$ cat config.mk
export PLATFORM = sky130hd
export DESIGN_NAME = counter_reader_flat
export DESIGN_NICKNAME = d
export VERILOG_FILES = /design/src/rtl/counter_reader_if.sv /design/src/rtl/counter_reader.sv /design/src/flat_wrapper.sv
export SDC_FILE = /design/constraint.sdc
export NUM_CORES = 1
export LEC_CHECK = 0
export ABC_CLOCK_PERIOD_IN_PS = 3900
export CAP_MARGIN = 20
export CORE_ASPECT_RATIO = 1.5
export CORE_MARGIN = 1
export CORE_UTILIZATION = 50
export DETAILED_ROUTE_END_ITERATION = 12
export DONT_BUFFER_PORTS = 1
export PLACE_DENSITY = 0.73
export SLEW_MARGIN = 25
export SYNTH_ARGS = -nofsm -noshare
export SYNTH_HDL_FRONTEND = slang
export SYNTH_SLANG_ARGS = --single-unit
$ cat constraint.sdc
create_clock -name clk -period 3.9 [get_ports clk]
set_input_delay 1.17 -clock clk [delete_from_list [all_inputs] [get_ports clk]]
set_output_delay 1.17 -clock clk [all_outputs]
set_load 0.02 [all_outputs]
$ cat src/rtl/counter_reader_if.sv
// counter_reader_if
// Read handshake between counter_reader (master) and counter_mux (slave).
//   req   : read request, driven by the reader
//   idx   : index of the counter being read, driven by the reader
//   data  : count value returned by the mux
//   valid : qualifies data, driven by the mux
interface counter_reader_if #(
  parameter int DW = 8
);
  logic          req;
  logic [2:0]    idx;
  logic [DW-1:0] data;
  logic          valid;

  modport master (
    output req,
    output idx,
    input  data,
    input  valid
  );

  modport slave (
    input  req,
    input  idx,
    output data,
    output valid
  );
endinterface

$ cat src/rtl/counter_reader.sv
// counter_reader
// On a start pulse while the link is idle, reads every counter of counter_mux
// (idx 0..NUM_CNT-1) over the req/valid handshake, collects the counts into a
// packed snapshot and pulses done. A read that sees no valid within TIMEOUT
// wait cycles stores 0 and raises the sticky timeout_err for that scan.
//
// Ports:
//   clk         : system clock, rising edge
//   reset       : asynchronous, active-low reset
//   start       : one-cycle scan request (honoured only in idle state with idle=1)
//   idle        : link-idle indication
//   mux         : counter_reader_if.master (req, idx, data, valid)
//   snapshot    : captured counts, counter k at [k*DW +: DW]
//   done        : one-cycle pulse at end of scan
//   busy        : high while a scan is in progress
//   timeout_err : at least one read of the last scan timed out
//   sum         : (COUNTER_READER_SUM_EN only) sum of all snapshot slots
//
// Optional feature macro: COUNTER_READER_SUM_EN
//
// State   | meaning
// S_IDLE  | waiting for start while idle=1
// S_REQ   | one-cycle gap; arms req and clears the wait counter
// S_WAIT  | req high, waiting for valid or timeout on counter idx
// S_DONE  | done pulse cycle, returns to S_IDLE
module counter_reader #(
  parameter int NUM_CNT = 5,
  parameter int DW      = 8,
  parameter int TIMEOUT = 15
) (
  input  logic                  clk,
  input  logic                  reset,
  input  logic                  start,
  input  logic                  idle,
  counter_reader_if.master      mux,
  output logic [NUM_CNT*DW-1:0] snapshot,
  output logic                  done,
  output logic                  busy,
  output logic                  timeout_err
`ifdef COUNTER_READER_SUM_EN
  ,
  output logic [DW+2:0]         sum
`endif
);

  typedef enum logic [1:0] {
    S_IDLE = 2'd0,
    S_REQ  = 2'd1,
    S_WAIT = 2'd2,
    S_DONE = 2'd3
  } state_t;

  localparam logic [2:0] IDX_LAST = 3'(NUM_CNT - 1);
  // Counter value during the final allowed wait cycle; a miss here expires.
  localparam logic [7:0] WAIT_LAST = 8'(TIMEOUT - 1);

  state_t                state_q, state_d;
  logic                  req_q, req_d;
  logic [2:0]            idx_q, idx_d;
  logic [NUM_CNT*DW-1:0] snapshot_q, snapshot_d;
  logic                  done_q, done_d;
  logic                  busy_q, busy_d;
  logic                  timeout_err_q, timeout_err_d;
  logic [7:0]            wait_cnt_q, wait_cnt_d;
  logic                  hit, expire;

  always_ff @(posedge clk or negedge reset) begin
    if (!reset) begin
      state_q       <= S_IDLE;
      req_q         <= 1'b0;
      idx_q         <= '0;
      snapshot_q    <= '0;
      done_q        <= 1'b0;
      busy_q        <= 1'b0;
      timeout_err_q <= 1'b0;
      wait_cnt_q    <= '0;
    end else begin
      state_q       <= state_d;
      req_q         <= req_d;
      idx_q         <= idx_d;
      snapshot_q    <= snapshot_d;
      done_q        <= done_d;
      busy_q        <= busy_d;
      timeout_err_q <= timeout_err_d;
      wait_cnt_q    <= wait_cnt_d;
    end
  end

  always_comb begin
    state_d       = state_q;
    req_d         = req_q;
    idx_d         = idx_q;
    snapshot_d    = snapshot_q;
    done_d        = 1'b0;
    busy_d        = busy_q;
    timeout_err_d = timeout_err_q;
    wait_cnt_d    = wait_cnt_q;
    hit           = 1'b0;
    expire        = 1'b0;

    case (state_q)
      S_IDLE: begin
        if (start && idle) begin
          state_d       = S_REQ;
          idx_d         = '0;
          busy_d        = 1'b1;
          timeout_err_d = 1'b0;
        end
      end
      S_REQ: begin
        req_d      = 1'b1;
        wait_cnt_d = '0;
        state_d    = S_WAIT;
      end
      S_WAIT: begin
        // valid takes priority over an expiry in the same cycle
        hit    = mux.valid;
        expire = !mux.valid && (wait_cnt_q == WAIT_LAST);
        if (!mux.valid) begin
          wait_cnt_d = wait_cnt_q + 8'd1;
        end
        if (hit || expire) begin
          snapshot_d[idx_q*DW +: DW] = hit ? mux.data : '0;
          if (expire) begin
            timeout_err_d = 1'b1;
          end
          req_d = 1'b0;
          if (idx_q == IDX_LAST) begin
            state_d = S_DONE;
            done_d  = 1'b1;
            busy_d  = 1'b0;
            idx_d   = '0;
          end else begin
            idx_d   = idx_q + 3'd1;
            state_d = S_REQ;
          end
        end
      end
      S_DONE: begin
        state_d = S_IDLE;
      end
      default: begin
        state_d = S_IDLE;
      end
    endcase
  end

  assign mux.req     = req_q;
  assign mux.idx     = idx_q;
  assign snapshot    = snapshot_q;
  assign done        = done_q;
  assign busy        = busy_q;
  assign timeout_err = timeout_err_q;

`ifdef COUNTER_READER_SUM_EN
  logic [DW+2:0] sum_q, sum_d, sum_all;

  // Summing the next-state snapshot lets sum update on the same edge as done.
  always_comb begin
    sum_all = '0;
    for (int k = 0; k < NUM_CNT; k++) begin
      sum_all = sum_all + {3'b000, snapshot_d[k*DW +: DW]};
    end
    sum_d = sum_q;
    if (done_d) begin
      sum_d = sum_all;
    end
  end

  always_ff @(posedge clk or negedge reset) begin
    if (!reset) begin
      sum_q <= '0;
    end else begin
      sum_q <= sum_d;
    end
  end

  assign sum = sum_q;
`endif

endmodule

$ cat src/flat_wrapper.sv
// flat-port wrapper written by rule: the top's interface ports become plain ports
module counter_reader_flat 
#(
  parameter int NUM_CNT = 5,
  parameter int DW      = 8,
  parameter int TIMEOUT = 15
)
  (clk, reset, start, idle, snapshot, done, busy, timeout_err, mux_req, mux_idx, mux_data, mux_valid);
  counter_reader_if #(.DW(DW)) mux_i ();
  input  logic clk;
  input  logic reset;
  input  logic start;
  input  logic idle;
  output logic [NUM_CNT*DW-1:0] snapshot;
  output logic done;
  output logic busy;
  output logic timeout_err;
  output wire logic [$bits(mux_i.req)-1:0] mux_req;
  output wire logic [$bits(mux_i.idx)-1:0] mux_idx;
  input wire logic [$bits(mux_i.data)-1:0] mux_data;
  input wire logic [$bits(mux_i.valid)-1:0] mux_valid;
  assign mux_req = mux_i.req;
  assign mux_idx = mux_i.idx;
  assign mux_i.data = mux_data;
  assign mux_i.valid = mux_valid;
  counter_reader #(.NUM_CNT(NUM_CNT), .DW(DW), .TIMEOUT(TIMEOUT)) u_core (.clk(clk), .reset(reset), .start(start), .idle(idle), .mux(mux_i), .snapshot(snapshot), .done(done), .busy(busy), .timeout_err(timeout_err));
endmodule
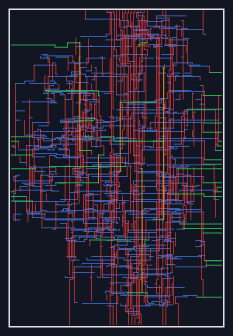
Figure 1: routed metal, one colour a layer.
Green stands for metal 3, wire length 309 um. Orange stands for metal 4, wire length 142 um. Blue stands for metal 1, wire length 2260 um. Red stands for metal 2, wire length 3030 um.

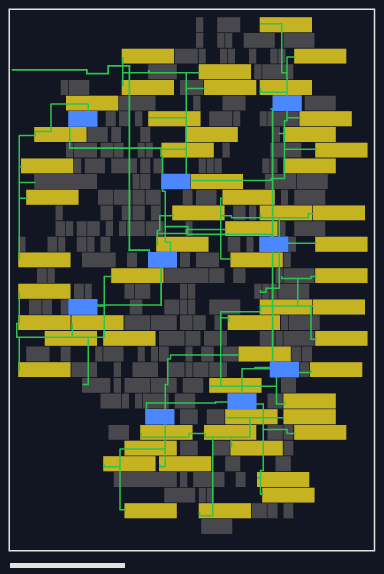
Figure 2: clock wires, drivers and flops.
Scale bar: 20 um.
Green stands for clock wires, length 735 um. Blue stands for clock drivers, count 9. Yellow stands for flip-flops, count 57.
There are 10 routed clock nets.

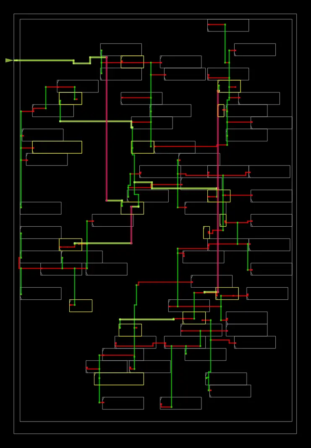
Figure 3: clock wiring as the flow saved it.
seq_cells: 57
clock sink total: 57
clock buffers: 14
clock latency on the worst-skew pair: 0.34 ns
Final Skew: 0.01048 ns

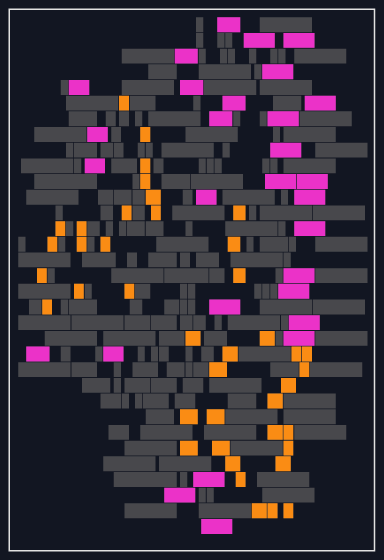
Figure 4: gate-type map.
Magenta stands for mux cells, cells 29, most used mux2_4. Orange stands for aoi and oai cells, cells 41, most used o21ai_0.

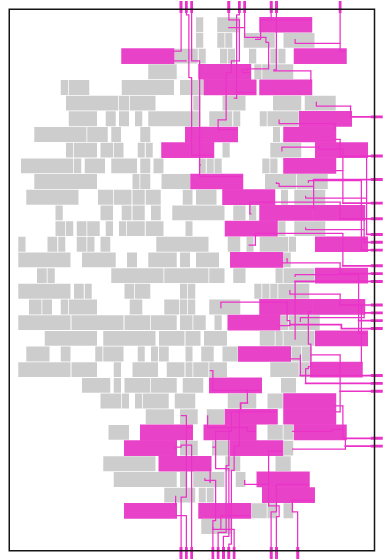
Figure 5: I/O nets highlighted.
Magenta stands for snapshot, direction output, edge 20 right, 11 bottom, 9 top, end cells 40, buffers 0, wire 906 um.

==> CHANGELOG.md <==
### Implementation results

* Area grow syn2layout at 8.620%
* Worst-path clk slew at 0.06 ns
* Root buf cell: clkbuf_8
* Peak supply drop at 0.3635 mV
* CTS tree: done
* Status: finished clean
* Antenna Cells at 0
* Switching share of power at 0.3437
* Distinct cell type count of the synthesized netlist at 43
* Slew headroom at 0.5913
* Clock power share at 0.330
* Avg Synthesized Cell Area at 11.07 sq um
* Drt wl/cell at 17.60 um
* Nets at Floorplan at 276
* Fp_density at 0.5140
* Psw at 0.6454 mW
* Clock buffer depth at 2
* Area share, top type at 0.5092
* Drt drc at 0
* Top cells by count: dfrtp_1 (57), nor2_1 (31), nand2_1 (22)
* Mapped Cells at 253
* Ys async rst share at 1.000
* Post-CTS Setup Inserts at 0
* CP required at 4.10 ns
* I/O Pins at 60
* PwrDens at 617.0 nW/um^2
* GRT Residual Overflow at 0
* First-pass GRT wire length at 9.404 mm
* Type of origin of the critical path: flop
* Die Ht at 93.68 um
* Initial antenna violation count at 0
* Comb pwr share at 0.211
* Leak Pwr at 1.438 nW
* Pwr Total at 1.877 mW
* Pin count of the biggest net entering global routing at 58
* Worst-path fanout max at 16
* Post-CTS Resized at 0
* Post-synth EDFFs at 0
* Vias per std cell at 5.715
* Final Wtd Congestion at 0.7640
* Port bufs at 0
-- layer usage --
layer / up-vias / wire, um / share of wire / GRT usage
met1: 909 / 2255 / 0.39 / 0.2379
met2: 63 / 3030 / 0.53 / 0.3665
li1: 880 / - / - / -
met3: 11 / 309 / 0.054 / 0.07039
met5: - / 0 / 0 / 0
met4: 0 / 142 / 0.025 / 0.09690
-- power groups by stage --
stage               clock network (mW)  registers [mW]  logic, mW
floorplan                            0           0.831      0.348
global placement                     0           0.869      0.376
detailed placement                   0           0.873      0.398
CTS                              0.632           0.862      0.399
global route                     0.655           0.875      0.454
finish                           0.620           0.861      0.396
-- cells in the final DEF, fill, tap and decap left out, types with 3 or more instances in the layout --
cell / n
dfrtp_1: 57
nor2_1: 31
nand2_1: 22
mux2_4: 18
inv_1: 12
o21ai_0: 12
clkbuf_8: 11
ha_1: 10
o31ai_1: 9
nand3_1: 8
o21ai_1: 6
mux2_1: 5
o2bb2ai_1: 5
a21oi_1: 5
mux2i_1: 5
nand4b_1: 3
o22ai_1: 3
clkbuf_1: 3
-- flip-flops by register name, indices dropped and copies added, names as in the netlist --
signal	flops
u_core.busy	1
u_core.done	1
u_core.mux.idx	3
u_core.mux.req	1
u_core.snapshot	40
u_core.state_q	2
u_core.timeout_err	1
u_core.wait_cnt_q	8
-- metrics by stage --
stage | hold slack [ns] | instances | setup WS, ns
2_1_floorplan | 0.4461 | 253 | 0.9466
3_3_place_gp | 0.4672 | 310 | 1.065
3_5_place_dp | 0.4684 | 310 | 0.9292
4_1_cts | 0.4758 | 326 | 0.9127
5_1_grt | 0.5029 | 326 | 0.7215
6_report | 0.4713 | 326 | 0.8994
-- cell families after synthesis --
kind of cell               count (synthesis)  share of synthesized area
adders and majority gates                 10                    0.04466
DFF                                       57                     0.5092
AOI/OAI and AO/OA                         43                    0.09960
buffers and inverters                     25                    0.04064
muxes                                     29                     0.1385
and+or+nand+nor                           89                     0.1675
-- critical path, stage by stage (launching register included) --
cell and delay (ns):
dfrtp_1 0.66, inv_1 0.13, ha_1 0.27, ha_1 0.38, or4b_1 0.48, or3_1 0.57
o21ai_0 0.27, o31ai_1 0.10
-- final cells by class --
class | instances | area [sq um] | share of cell area
flip-flops and latches | 57 | 1426 | 0.4688
clock inverters | 2 | 60.06 | 0.01974
multi-input cells | 171 | 1261 | 0.4145
clock buffers | 14 | 162.7 | 0.05345
inverters | 12 | 45.04 | 0.01480
well taps | 70 | 87.58 | 0.02878
-- final timing paths --
check | startpoint | to | slack [ns]
worst max-delay path | u_core.mux.idx[0] | u_core.snapshot[2] | 0.90
worst max register to register | u_core.mux.idx[0] | u_core.snapshot[2] | 0.90
worst min register to register | u_core.wait_cnt_q[7] | u_core.wait_cnt_q[7] | 0.47
min in group asynchronous | reset | u_core.snapshot[15] | 0.52
worst min-delay path | u_core.wait_cnt_q[7] | u_core.wait_cnt_q[7] | 0.47
max in group asynchronous | reset | u_core.wait_cnt_q[6] | 3.27
Power is estimated from default activity; no workload was simulated.
